`src/rtl/mem_port_arbiter.sv`:
```
// Shares the core's single memory port between instruction fetch and data access.
// Data accesses win by default; a run counter guarantees fetch progress.
module mem_port_arbiter #(
  parameter int unsigned ADDR_W     = 32,
  parameter int unsigned DATA_W     = 32,
  parameter int unsigned MAX_DM_RUN = 4
) (
  input  logic                  i_clk,
  input  logic                  i_rst_n,
  // instruction fetch side
  input  logic                  i_if_req,
  input  logic [ADDR_W-1:0]     i_if_addr,
  input  logic                  i_if_flush,
  output logic [DATA_W-1:0]     o_if_rdata,
  output logic                  o_if_ready,
  output logic                  o_if_stall,
  // data access side
  input  logic                  i_dm_req,
  input  logic                  i_dm_we,
  input  logic [ADDR_W-1:0]     i_dm_addr,
  input  logic [DATA_W-1:0]     i_dm_wdata,
  input  logic [DATA_W/8-1:0]   i_dm_wstrb,
  output logic [DATA_W-1:0]     o_dm_rdata,
  output logic                  o_dm_ready,
  output logic                  o_dm_stall,
  // memory port
  output logic                  o_mem_req,
  output logic                  o_mem_we,
  output logic [ADDR_W-1:0]     o_mem_addr,
  output logic [DATA_W-1:0]     o_mem_wdata,
  output logic [DATA_W/8-1:0]   o_mem_wstrb,
  input  logic [DATA_W-1:0]     i_mem_rdata,
  input  logic                  i_mem_ack
);

  localparam int unsigned STRB_W = DATA_W / 8;
  localparam int unsigned RUN_W  = $clog2(MAX_DM_RUN + 1);
  localparam logic [RUN_W-1:0] RUN_MAX = RUN_W'(MAX_DM_RUN);

  typedef enum logic [1:0] {
    IDLE   = 2'd0,
    IF_ACC = 2'd1,
    DM_ACC = 2'd2
  } state_t;

  state_t              r_state;
  logic [RUN_W-1:0]    r_dm_run;
  logic                r_drop;
  logic                r_mem_we;
  logic [ADDR_W-1:0]   r_mem_addr;
  logic [DATA_W-1:0]   r_mem_wdata;
  logic [STRB_W-1:0]   r_mem_wstrb;

  logic w_idle;
  logic w_if_valid;
  logic w_dm_grant;
  logic w_if_grant;
  logic w_if_ack;
  logic w_dm_ack;

  // Grant decision in IDLE: a flush suppresses the fetch grant for that cycle.
  assign w_idle     = (r_state == IDLE);
  assign w_if_valid = i_if_req && !i_if_flush;
  assign w_dm_grant = w_idle && i_dm_req && (!w_if_valid || (r_dm_run < RUN_MAX));
  assign w_if_grant = w_idle && !w_dm_grant && w_if_valid;
  assign w_if_ack   = (r_state == IF_ACC) && i_mem_ack;
  assign w_dm_ack   = (r_state == DM_ACC) && i_mem_ack;

  always_ff @(posedge i_clk) begin
    if (!i_rst_n) begin
      r_state     <= IDLE;
      r_dm_run    <= '0;
      r_drop      <= 1'b0;
      r_mem_we    <= 1'b0;
      r_mem_addr  <= '0;
      r_mem_wdata <= '0;
      r_mem_wstrb <= '0;
    end else begin
      unique case (r_state)
        IDLE: begin
          if (w_dm_grant) begin
            r_state     <= DM_ACC;
            r_mem_we    <= i_dm_we;
            r_mem_addr  <= i_dm_addr;
            r_mem_wdata <= i_dm_wdata;
            r_mem_wstrb <= i_dm_we ? i_dm_wstrb : '0;
          end else if (w_if_grant) begin
            r_state     <= IF_ACC;
            r_mem_we    <= 1'b0;
            r_mem_addr  <= i_if_addr;
            r_mem_wstrb <= '0;
          end
        end
        IF_ACC: begin
          // The transaction always completes; a flush only hides its result.
          if (i_mem_ack) begin
            r_state     <= IDLE;
            r_drop      <= 1'b0;
            r_mem_we    <= 1'b0;
            r_mem_wstrb <= '0;
          end else if (i_if_flush) begin
            r_drop <= 1'b1;
          end
        end
        DM_ACC: begin
          if (i_mem_ack) begin
            r_state     <= IDLE;
            r_mem_we    <= 1'b0;
            r_mem_wstrb <= '0;
          end
        end
        default: r_state <= IDLE;
      endcase

      // Count data grants that bypass a waiting fetch.
      if (!i_if_req || w_if_grant) begin
        r_dm_run <= '0;
      end else if (w_dm_grant && (r_dm_run != RUN_MAX)) begin
        r_dm_run <= r_dm_run + RUN_W'(1);
      end
    end
  end

  assign o_mem_req   = !w_idle;
  assign o_mem_we    = r_mem_we;
  assign o_mem_addr  = r_mem_addr;
  assign o_mem_wdata = r_mem_wdata;
  assign o_mem_wstrb = r_mem_wstrb;

  assign o_if_rdata  = i_mem_rdata;
  assign o_dm_rdata  = i_mem_rdata;
  assign o_if_ready  = w_if_ack && !r_drop && !i_if_flush;
  assign o_dm_ready  = w_dm_ack;
  assign o_if_stall  = i_if_req && !o_if_ready;
  assign o_dm_stall  = i_dm_req && !o_dm_ready;

endmodule

```
`config.mk`:
```
export PLATFORM = sky130hd
export DESIGN_NAME = mem_port_arbiter
export DESIGN_NICKNAME = d
export VERILOG_FILES = /design/src/rtl/mem_port_arbiter.sv
export SDC_FILE = /design/constraint.sdc
export NUM_CORES = 1
export LEC_CHECK = 0
export ABC_AREA = 1
export CAP_MARGIN = 25
export CORE_ASPECT_RATIO = 0.75
export CORE_UTILIZATION = 38
export CTS_CLUSTER_SIZE = 28
export DETAILED_ROUTE_END_ITERATION = 10
export PLACE_DENSITY = 0.86
export SLEW_MARGIN = 40
export SYNTH_ARGS = -nofsm -noshare
export SYNTH_HDL_FRONTEND = slang
export SYNTH_SLANG_ARGS = --single-unit
```
`constraint.sdc`:
```
create_clock -name i_clk -period 3 [get_ports i_clk]
set_clock_uncertainty 0.15 [all_clocks]
set_input_delay 0.3 -clock i_clk [delete_from_list [all_inputs] [get_ports i_clk]]
set_output_delay 0.3 -clock i_clk [all_outputs]
set_load 0.03 [all_outputs]
```
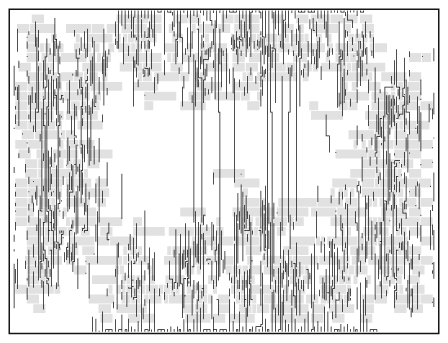
(images/met2.png)
main direction: vertical
share of all routed wire: 46%
nets with wire on the layer: 648
aggregate routed wire length: 11100 um
detailed-route via count: 3908
M2 GR Usage: 32.9%

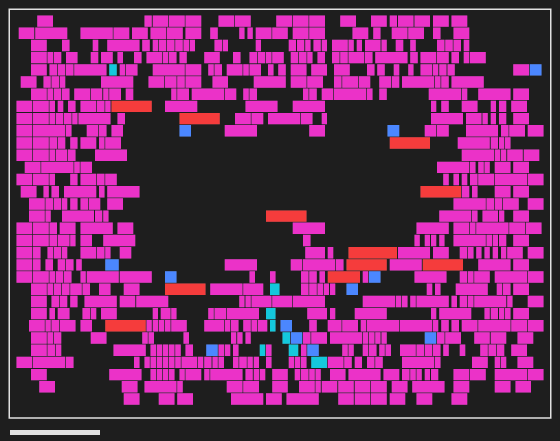
(images/drive_strength.png)
Scale bar: 20 um.
| color | size | cells | share |
|---|---|---|---|
| cyan | drive 2 | 8 | 1.2% |
| magenta | drive 1 or less | 632 | 95% |
| blue | drive 3 to 4 | 12 | 1.8% |
| red | drive 6 and up | 11 | 1.7% |
final worst setup slack: 604 ps
Area Overhead vs Synth: 41.5%

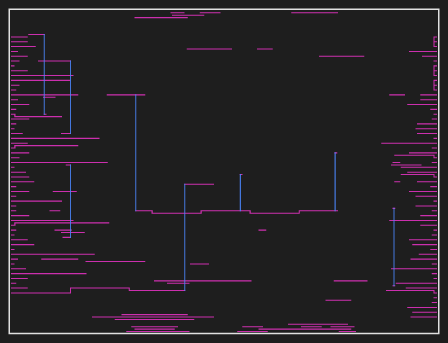
(images/metal_stack.png)
Only two layers are drawn.
| color | layer | wire length |
|---|---|---|
| magenta | met3 | 1180 um |
| blue | met4 | 174 um |
DR WL/cell: 13.8 um
GRT Overall Usage: 20.4%

==> results.json <==
{
  "status": "finished clean",
  "finalNetCount": 803,
  "fp_nets": 702,
  "gp_congestion": 0.813,
  "yosys_area_sq_um": 4000,
  "topCellsByArea": "dfxtp_1 38%, nand3_1 13%, buf_4 12%, nor2_1 7.6%, nand3b_1 6.2%",
  "crit_family": "buffers and inverters",
  "post-place-cells": 783,
  "htreeDepth": 3,
  "gr-max-usage-layer": "met2",
  "setup_viol": 0,
  "rows": 32,
  "r2r-end": "r_dm_run[1]",
  "fin_area_sq_um": 5660,
  "crit_start": "r_state[0]",
  "synth-main-ff-cell": "dfxtp_1",
  "clkbuf_count": 10,
  "finalCritPeriodShare_pct": 79.9,
  "clk_root_buffer_cell": "clkbuf_16",
  "edf_count": 0,
  "cts_buffer_depth": 2,
  "num-fill-cells": 912,
  "sh_comb_area_pct": 28.5,
  "drv_slew": 0,
  "crit_chain": "inv_1, ha_1, nand2_1, inv_1, nor2_1, clkdlybuf4s50_1",
  "p_total_uw": 3250,
  "fp.dieH_um": 90.9,
  "fp_util_pct": 39.1,
  "worstReg2RegStart": "r_state[0]",
  "end_kind": "output pin",
  "antenna_cells": 0,
  "post_cts_resized": 0,
  "lay_top_count": "clkdlybuf4s50_1",
  "grt_pass1_wl_um": 17700,
  "max_freq_mhz": 417,
  "rsz0062_at_grt": "false",
  "lay_top_cells": "179 x clkdlybuf4s50_1, 101 x nand3_1, 81 x nor2_1",
  "drive_gt1_share_pct": 4.68,
  "crit_type": "reg -> out",
  "ctsHoldBuffers": 0,
  "ys_top_cells_by_count": "101 x nand3_1, 81 x nor2_1, 75 x dfxtp_1",
  "largest_class": "non-clock buffers",
  "seq_share_pct": 26.5,
  "dpl.hpwl_um": 7890,
  "power_density_nw_per_um2": 574,
  "synthDistinctLibCells": 24,
  "async_flop_share_pct": 0,
  "netlist_area_sq_um": 4000,
  "wl_met3_um": 1180,
  "comb_area_sq_um": 1610,
  "drt_iter0_drc": 228,
  "cts_tree": "yes",
  "ir_drop_mv": 0.295,
  "antenna_found_initial": 0,
  "crit_end": "o_dm_stall",
  "via_per_inst": 4.89,
  "whs_ps": 338,
  "top_cell": "nand3_1",
  "logic_gate_count": 328,
  "ys_cells": 557,
  "cts_buffers": 9,
  "io_buffers": 180,
  "post_cts_buffers": 0,
  "num_tap_cells": 136,
  "maxCapViolCount": 0,
  "ff_latch_area_sq_um": 1500,
  "postRouteAntennaNets": 0,
  "warnings": 30,
  "hold-path-cell-count": 2
}
==> kinds of logic (layout without fill, tap and decap cells) <==
group	after synthesis	after routing	share of synthesized area, %
compound gates	40	40	5.06
xor+xnor	1	1	0.219
fa+ha+maj	6	6	1.88
buf+inv	154	260	22.2
flops	75	75	37.5
simple gates	281	281	33.1
==> power by group <==
group | internal, uW | switching (uW) | total, uW
Clock | 644 | 427 | 1070
Combinational | 456 | 561 | 1020
Sequential | 1110 | 55.6 | 1160
==> registers in the layout, summed over array words and instances (netlist names) <==
name,cells
r_dm_run,3
o_mem_wstrb,4
o_mem_we,1
r_state,2
o_mem_addr,32
o_mem_wdata,32
r_drop,1
==> worst min-delay path: stages, from the launching register on <==
cell     delay [ps]
dfxtp_1         320
nor2_1           50
nor2_1           80
No activity file was given, so power comes from the tool's default toggle rates.
